==> images/ff_map.png <==
Other sequential cells in the stronger grey, the rest of the logic in the fainter grey.
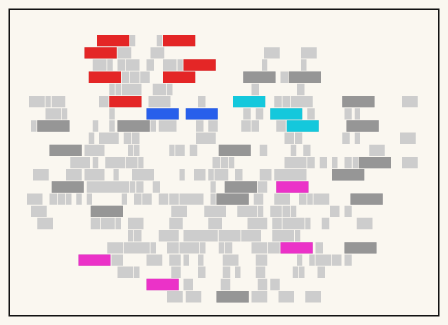
==> images/pinout.png <==
Pins as bars across the die edge, other pins in grey.
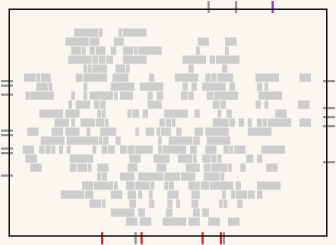
==> src/rtl/sumres_serial_ctrl.sv <==
// Bit-serial 4-bit add/subtract sequencer with sign/magnitude result hold
// and a free-running two-digit display scan generator.
module sumres_serial_ctrl #(
  parameter int WIDTH    = 4,
  parameter int SCAN_DIV = 100
) (
  input  logic             clk_in,
  input  logic             rst,
  input  logic             start,
  input  logic             op,
  input  logic [WIDTH-1:0] in_a,
  input  logic [WIDTH-1:0] in_b,
  output logic             busy,
  output logic             done,
  output logic [WIDTH-1:0] result,
  output logic             carry_out,
  output logic             sign0,
  output logic             dis0,
  output logic             dis1
);

  localparam int CW = (SCAN_DIV > 1) ? $clog2(SCAN_DIV) : 1;
  localparam int BW = (WIDTH > 1) ? $clog2(WIDTH) : 1;

  typedef enum logic [1:0] {S_IDLE, S_LOAD, S_SHIFT, S_DONE} state_t;

  state_t           state_q, state_d;
  logic [WIDTH-1:0] a_q, b_q, work_q, result_q;
  logic [BW-1:0]    bit_cnt_q;
  logic             op_q, c_q, eff_op_q, sign_n_q;
  logic             carry_out_q, sign0_q;
  logic [CW-1:0]    scan_cnt_q;
  logic             digit_q;

  // The single shared full-adder cell, fed from the operand LSBs.
  logic sum_bit, carry_next, last_bit;
  assign sum_bit    = a_q[0] ^ b_q[0] ^ c_q;
  assign carry_next = (a_q[0] & b_q[0]) | ((a_q[0] | b_q[0]) & c_q);
  assign last_bit   = (bit_cnt_q == BW'(WIDTH - 1));

  // State register.
  always_ff @(posedge clk_in) begin
    // NOTE: clocked state uses non-blocking assignments so every register
    // samples the pre-edge values, independent of statement order.
    if (rst) state_q <= S_IDLE;
    else     state_q <= state_d;
  end

  // Next-state and status decode.
  always_comb begin
    // NOTE: every output of this block gets a default first, so no path
    // can leave one unassigned and infer a latch.
    state_d = state_q;
    busy    = 1'b0;
    done    = 1'b0;
    case (state_q)
      S_IDLE:  if (start) state_d = S_LOAD;
      S_LOAD:  begin busy = 1'b1; state_d = S_SHIFT; end
      S_SHIFT: begin busy = 1'b1; if (last_bit) state_d = S_DONE; end
      S_DONE:  begin done = 1'b1; state_d = S_IDLE; end
      default: state_d = S_IDLE;
    endcase
  end

  // Operand capture, sign/magnitude setup, serial add and result hold.
  always_ff @(posedge clk_in) begin
    if (rst) begin
      a_q         <= '0;
      b_q         <= '0;
      work_q      <= '0;
      result_q    <= '0;
      bit_cnt_q   <= '0;
      op_q        <= 1'b0;
      c_q         <= 1'b0;
      eff_op_q    <= 1'b0;
      sign_n_q    <= 1'b1;
      carry_out_q <= 1'b0;
      sign0_q     <= 1'b1;
    end else begin
      case (state_q)
        S_IDLE: begin
          if (start) begin
            a_q  <= in_a;
            b_q  <= in_b;
            op_q <= op;
          end
        end
        S_LOAD: begin
          bit_cnt_q <= '0;
          work_q    <= '0;
          if (op_q && (a_q < b_q)) begin
            // Swap so the larger magnitude is the minuend; result is negative.
            a_q      <= b_q;
            b_q      <= ~a_q;
            c_q      <= 1'b1;
            eff_op_q <= 1'b1;
            sign_n_q <= 1'b0;
          end else if (op_q && (a_q == b_q)) begin
            // Equal operands: add zero to zero so the answer is +0.
            a_q      <= '0;
            b_q      <= '0;
            c_q      <= 1'b0;
            eff_op_q <= 1'b0;
            sign_n_q <= 1'b1;
          end else if (op_q) begin
            b_q      <= ~b_q;
            c_q      <= 1'b1;
            eff_op_q <= 1'b1;
            sign_n_q <= 1'b1;
          end else begin
            c_q      <= 1'b0;
            eff_op_q <= 1'b0;
            sign_n_q <= 1'b1;
          end
        end
        S_SHIFT: begin
          a_q       <= a_q >> 1;
          b_q       <= b_q >> 1;
          c_q       <= carry_next;
          work_q    <= {sum_bit, work_q[WIDTH-1:1]};
          bit_cnt_q <= bit_cnt_q + 1'b1;
          if (last_bit) begin
            result_q    <= {sum_bit, work_q[WIDTH-1:1]};
            carry_out_q <= carry_next & ~eff_op_q;
            sign0_q     <= sign_n_q;
          end
        end
        default: ;
      endcase
    end
  end

  // Free-running digit scan: toggle the selected digit every SCAN_DIV cycles.
  always_ff @(posedge clk_in) begin
    if (rst) begin
      scan_cnt_q <= '0;
      digit_q    <= 1'b0;
    end else if (scan_cnt_q == CW'(SCAN_DIV - 1)) begin
      scan_cnt_q <= '0;
      digit_q    <= ~digit_q;
    end else begin
      scan_cnt_q <= scan_cnt_q + 1'b1;
    end
  end

  assign result    = result_q;
  assign carry_out = carry_out_q;
  assign sign0     = sign0_q;
  assign dis0      = ~digit_q;
  assign dis1      = digit_q;

endmodule

==> config.mk <==
export PLATFORM = sky130hd
export DESIGN_NAME = sumres_serial_ctrl
export DESIGN_NICKNAME = d
export VERILOG_FILES = /design/src/rtl/sumres_serial_ctrl.sv
export SDC_FILE = /design/constraint.sdc
export NUM_CORES = 1
export LEC_CHECK = 0
export CORE_ASPECT_RATIO = 0.7
export CORE_MARGIN = 2
export CORE_UTILIZATION = 30
export CTS_CLUSTER_SIZE = 12
export DETAILED_ROUTE_END_ITERATION = 10
export GPL_TIMING_DRIVEN = 0
export MAX_ROUTING_LAYER = met4
export PLACE_DENSITY = 0.54
export SYNTH_ARGS = -nofsm -noshare
export SYNTH_HDL_FRONTEND = slang
export SYNTH_SLANG_ARGS = --single-unit
==> constraint.sdc <==
create_clock -name clk_in -period 4.5 [get_ports clk_in]
set_clock_uncertainty 0.2 [all_clocks]
set_input_delay 0.9 -clock clk_in [delete_from_list [all_inputs] [get_ports clk_in]]
set_output_delay 0.9 -clock clk_in [all_outputs]
set_load 0.05 [all_outputs]
==> reports/results.env <==
COMMON_CELLS='sky130_fd_sc_hd__dfxtp_1, sky130_fd_sc_hd__nand2_1, sky130_fd_sc_hd__nor2_1, sky130_fd_sc_hd__nand3_1'
LEAKAGE_uW=0.000843
VIAS_IN_THE_FIRST_GLOBAL_ROUTE=1390
HOLD_DEPTH=1
EDF_COUNT=0
CRIT_END='busy'
LAYOUT-AREA-OVERHEAD-VS-SYNTH_PCT=22.5
SYNTHARSTFLOPSHARE_PCT=0
CLOCK_NET_POWER_uW=255
SYNTHDOMINANTAREACELLTYPE='sky130_fd_sc_hd__dfxtp_1'
YOSYS.STAT.CHIPAREA_UM2=1760
GRT_PASS1_WL_UM=7090
GROUTE.USAGE.OVERALL_PCT=15.2
FINAL_COMMON_CELL='sky130_fd_sc_hd__dfxtp_1'
WORST_HOLD_STARTPOINT='scan_cnt_q[0]'
DESIGN_AREA_UM2=2150
LOGIC_AREA_UM2=1010
POSTCTSRESIZEDCELLS=0
LAYOUT_WORST_PATH_CYCLE_SHARE_PCT=67.0
CRITICAL_PATH.ENDPOINT_TYPE='output port'
ANTENNA_LEFT=0
MET3_USAGE_PCT=5.07
WORSTSETUPSTARTPOINTTYPE='flop'
SYNTH_WARN=0
DRC=0
MIN_DELAY_WORST_ENDPOINT='scan_cnt_q[0]'
GR-USAGE-MET2_PCT=19.9
POWER.SWITCHING_uW=608
GLOBAL_ROUTE.PEAK_USAGE_LAYER='met1'
DP.FINAL_HPWL_UM=2960
DRT_ITER0_MARKERS=89
P_INT_uW=750
GLOBALROUTEMET1UTIL_PCT=21.7
CTS_SETUP_BUFFERS=0
SYNTH_CELLS=203
WORST-SETUP-PATH-TYPE='reg2out'
DIE_W_UM=95.5
FINAL_CELL_MIX='sky130_fd_sc_hd__dfxtp_1, sky130_fd_sc_hd__nand2_1, sky130_fd_sc_hd__clkdlybuf4s50_1, sky130_fd_sc_hd__nor2_1, sky130_fd_sc_hd__nand3_1'
CLOCKROOTBUFFER='sky130_fd_sc_hd__clkbuf_8'
FLOORPLAN.DIE_AREA_UM2=6500
AREA.SEQUENTIAL_UM2=661
DR_TOTAL_VIAS=1513
TIMING.SETUP.TNS_NS=0
CP_DATA_ARRIVAL_TIME_NS=1.92
YS.FLOPS=33
COMBINATIONALPOWERSHARE_PCT=52.2
WORST_EP_REQUIRED_TIME_NS=3.40
REPORT.FINAL.SETUP_VIOL=0
PIN_COUNT=22
FLOP_CELL='sky130_fd_sc_hd__dfxtp_1'
SYNTH.YOSYS.NUM_CELLS=203
FP.DIEH_UM=68.0
SHARE_OF_THE_YOSYS_CHIP_AREA_BELONGING_TO_REGISTERS_PCT=37.6
CELLPOWERDENSITY_nW_PER_UM2=630
WORST_SETUP_PATH_STARTPOINT='state_q[1]'
TRITONCTS_CLOCK_TREE='yes'
HOLD_PATH.CLASS='reg2reg'
R2R_CELLS=7
DRV_CAP=0
STAGE_LOG_WARNINGS=31
GP_CONGESTION=0.803
FILLERINSTANCES=593
FMAX_MHz=332
SHARE_CLK_OF_TOTAL_POWER_PCT=18.8
TRITONCTS.NUM_BUFFERS=5
POSTPLACECELLAREA_UM2=2050
TIMING.CRITICAL_PATH.FANOUT_MAX=4
PWR.GROUP.SEQUENTIAL_uW=394
NETS=254
POWER.SEQUENTIAL.FRACTION_PCT=29.1
CORE_AREA_UM2=5700
TOTALWIRELENGTH_UM=4190
GRT_ANTENNA_BEFORE_REPAIR=0
VIA_PER_INST=4.94
SYNTHESIS.NETS=227
TIMING.FINAL.MAX_SLEW_VIOLATIONS=0
WORST_MARGIN_SLEW_NS=0.690
P_COMB_uW=708
HTREE_LEVELS=2
FP_UTIL_PCT=30.9
DRT_FIRST_PASS_ITERS=4
FINAL_ROUTED_WIRE_LENGTH_DIVIDED_BY_CELL_COUNT_UM=13.7
SYNTH.MOST_COMMON_CELL='sky130_fd_sc_hd__dfxtp_1'
AVGSYNTHCELLAREA_UM2=8.66
CLK-INSERTION-DELAY-LATE_NS=0.29
PORT-BUFFER-COUNT=20
CTS_BUFFER_DEPTH=2
STATUS='completed'
R2R-START='b_q[3]'
SYNTH_LARGEST_TYPE_AREA_FRACTION_PCT=37.6
TOP_CELLS_BY_AREA='sky130_fd_sc_hd__dfxtp_1, sky130_fd_sc_hd__ha_1, sky130_fd_sc_hd__nand2_1, sky130_fd_sc_hd__nand3_1, sky130_fd_sc_hd__nor2_1'
SETUP.REG_TO_REG.WORST_SLACK_NS=2.20
CTS_SINKS=33
GRT_MAX_DEGREE=11
GRT-OVFL-TOTAL=0
FINAL.MIN_CLOCK_PERIOD_NS=3.02
ROW_COUNT=23
CRIT-REG2REG-CAPTURE='a_q[1]'
IR_DROP_mV=0.437
FRACTION_OF_LAYOUT_CELLS_WITH_A_SIZE_SUFFIX_ABOVE_1_PCT=9.96
DOMINANT_POWER_GROUP='combinational logic'
POST_SYNTH_INSTANCE_AREA_UM2=1760
FINAL_HOLD_VIOL_COUNT=0
LAYOUT.CORE_UTILIZATION_PCT=37.8
MAX_SLEW_MARGIN_PCT=53.7
CTS-HOLD-FIX-BUFFERS=0
YOSYS.CELL_TYPES.COUNT=41
CLK_PIN_SLEW_WORST_PATHS_NS=0.07
SWITCHING_SHARE_PCT=44.8
GRT_SETUP_UNREPAIRED='no'
ANTENNA_CELLS_INSERTED=0
About ff_map.png:
[a_q] magenta | sequential cells: 4 | where: bottom middle
[bit_cnt_q] blue | sequential cells: 2
[scan_cnt_q] red | sequential cells: 7 | where: top left
[work_q] cyan | sequential cells: 3

About pinout.png:
[in_a] red | pins: 4 | direction: input | edge: bottom
[clk_in] purple | pins: 1 | direction: input | edge: top

==> worst max-delay path, stage by stage (launching register included) <==
cell and delay [ns]:
sky130_fd_sc_hd__dfxtp_1 0.40, sky130_fd_sc_hd__inv_1 0.08, sky130_fd_sc_hd__ha_1 0.33, sky130_fd_sc_hd__clkdlybuf4s50_1 0.82
==> registers in the layout (all words and copies together) (netlist names) <==
name and count:
sign_n_q 1, bit_cnt_q 2, sign0 1, result 4, dis1 1, eff_op_q 1, work_q 3, a_q 4
carry_out 1, state_q 2, b_q 4, c_q 1, scan_cnt_q 7, op_q 1
==> layout make-up <==
type                            count  share of cell area, %
Buffer                              9                   1.80
Clock buffer                        7                   4.47
Clock inverter                      1                  0.232
Inverter                           13                   2.27
Multi-Input combinational cell    148                   46.9
Sequential cell                    33                   30.7
Tap cell                           75                   4.36
Timing Repair Buffer               20                   9.30
==> cells by family after synthesis <==
family                     after synthesis  synth area share [%]
and+or+nand+nor                         78                  22.1
AOI/OAI and AO/OA                       47                  20.4
DFF                                     33                  37.6
buffers and inverters                   22                  4.98
muxes                                    5                  2.92
adders and majority gates               12                  8.97
xor gates and xnor gates                 6                  2.99
==> per-stage QoR <==
step,power [µW],hold slack [ns],std cells,setup slack [ns]
finish,1360,0.245,306,1.48
global route,1460,0.262,306,1.42
CTS,1360,0.251,306,1.47
detailed placement,1100,0.241,298,1.82
global placement,1100,0.233,298,1.83
floorplan,932,0.213,203,2.32
==> per-layer routing <==
| metal | up-vias | part of all wire (%) | routed length, µm |
|---|---|---|---|
| li1 | 769 | - | - |
| met1 | 703 | 55 | 2310 |
| met2 | 36 | 37 | 1560 |
| met3 | 5 | 5.8 | 245 |
| met4 | 0 | 1.6 | 69 |
| met5 | - | 0 | 0 |
Power and IR drop assume default switching activity.
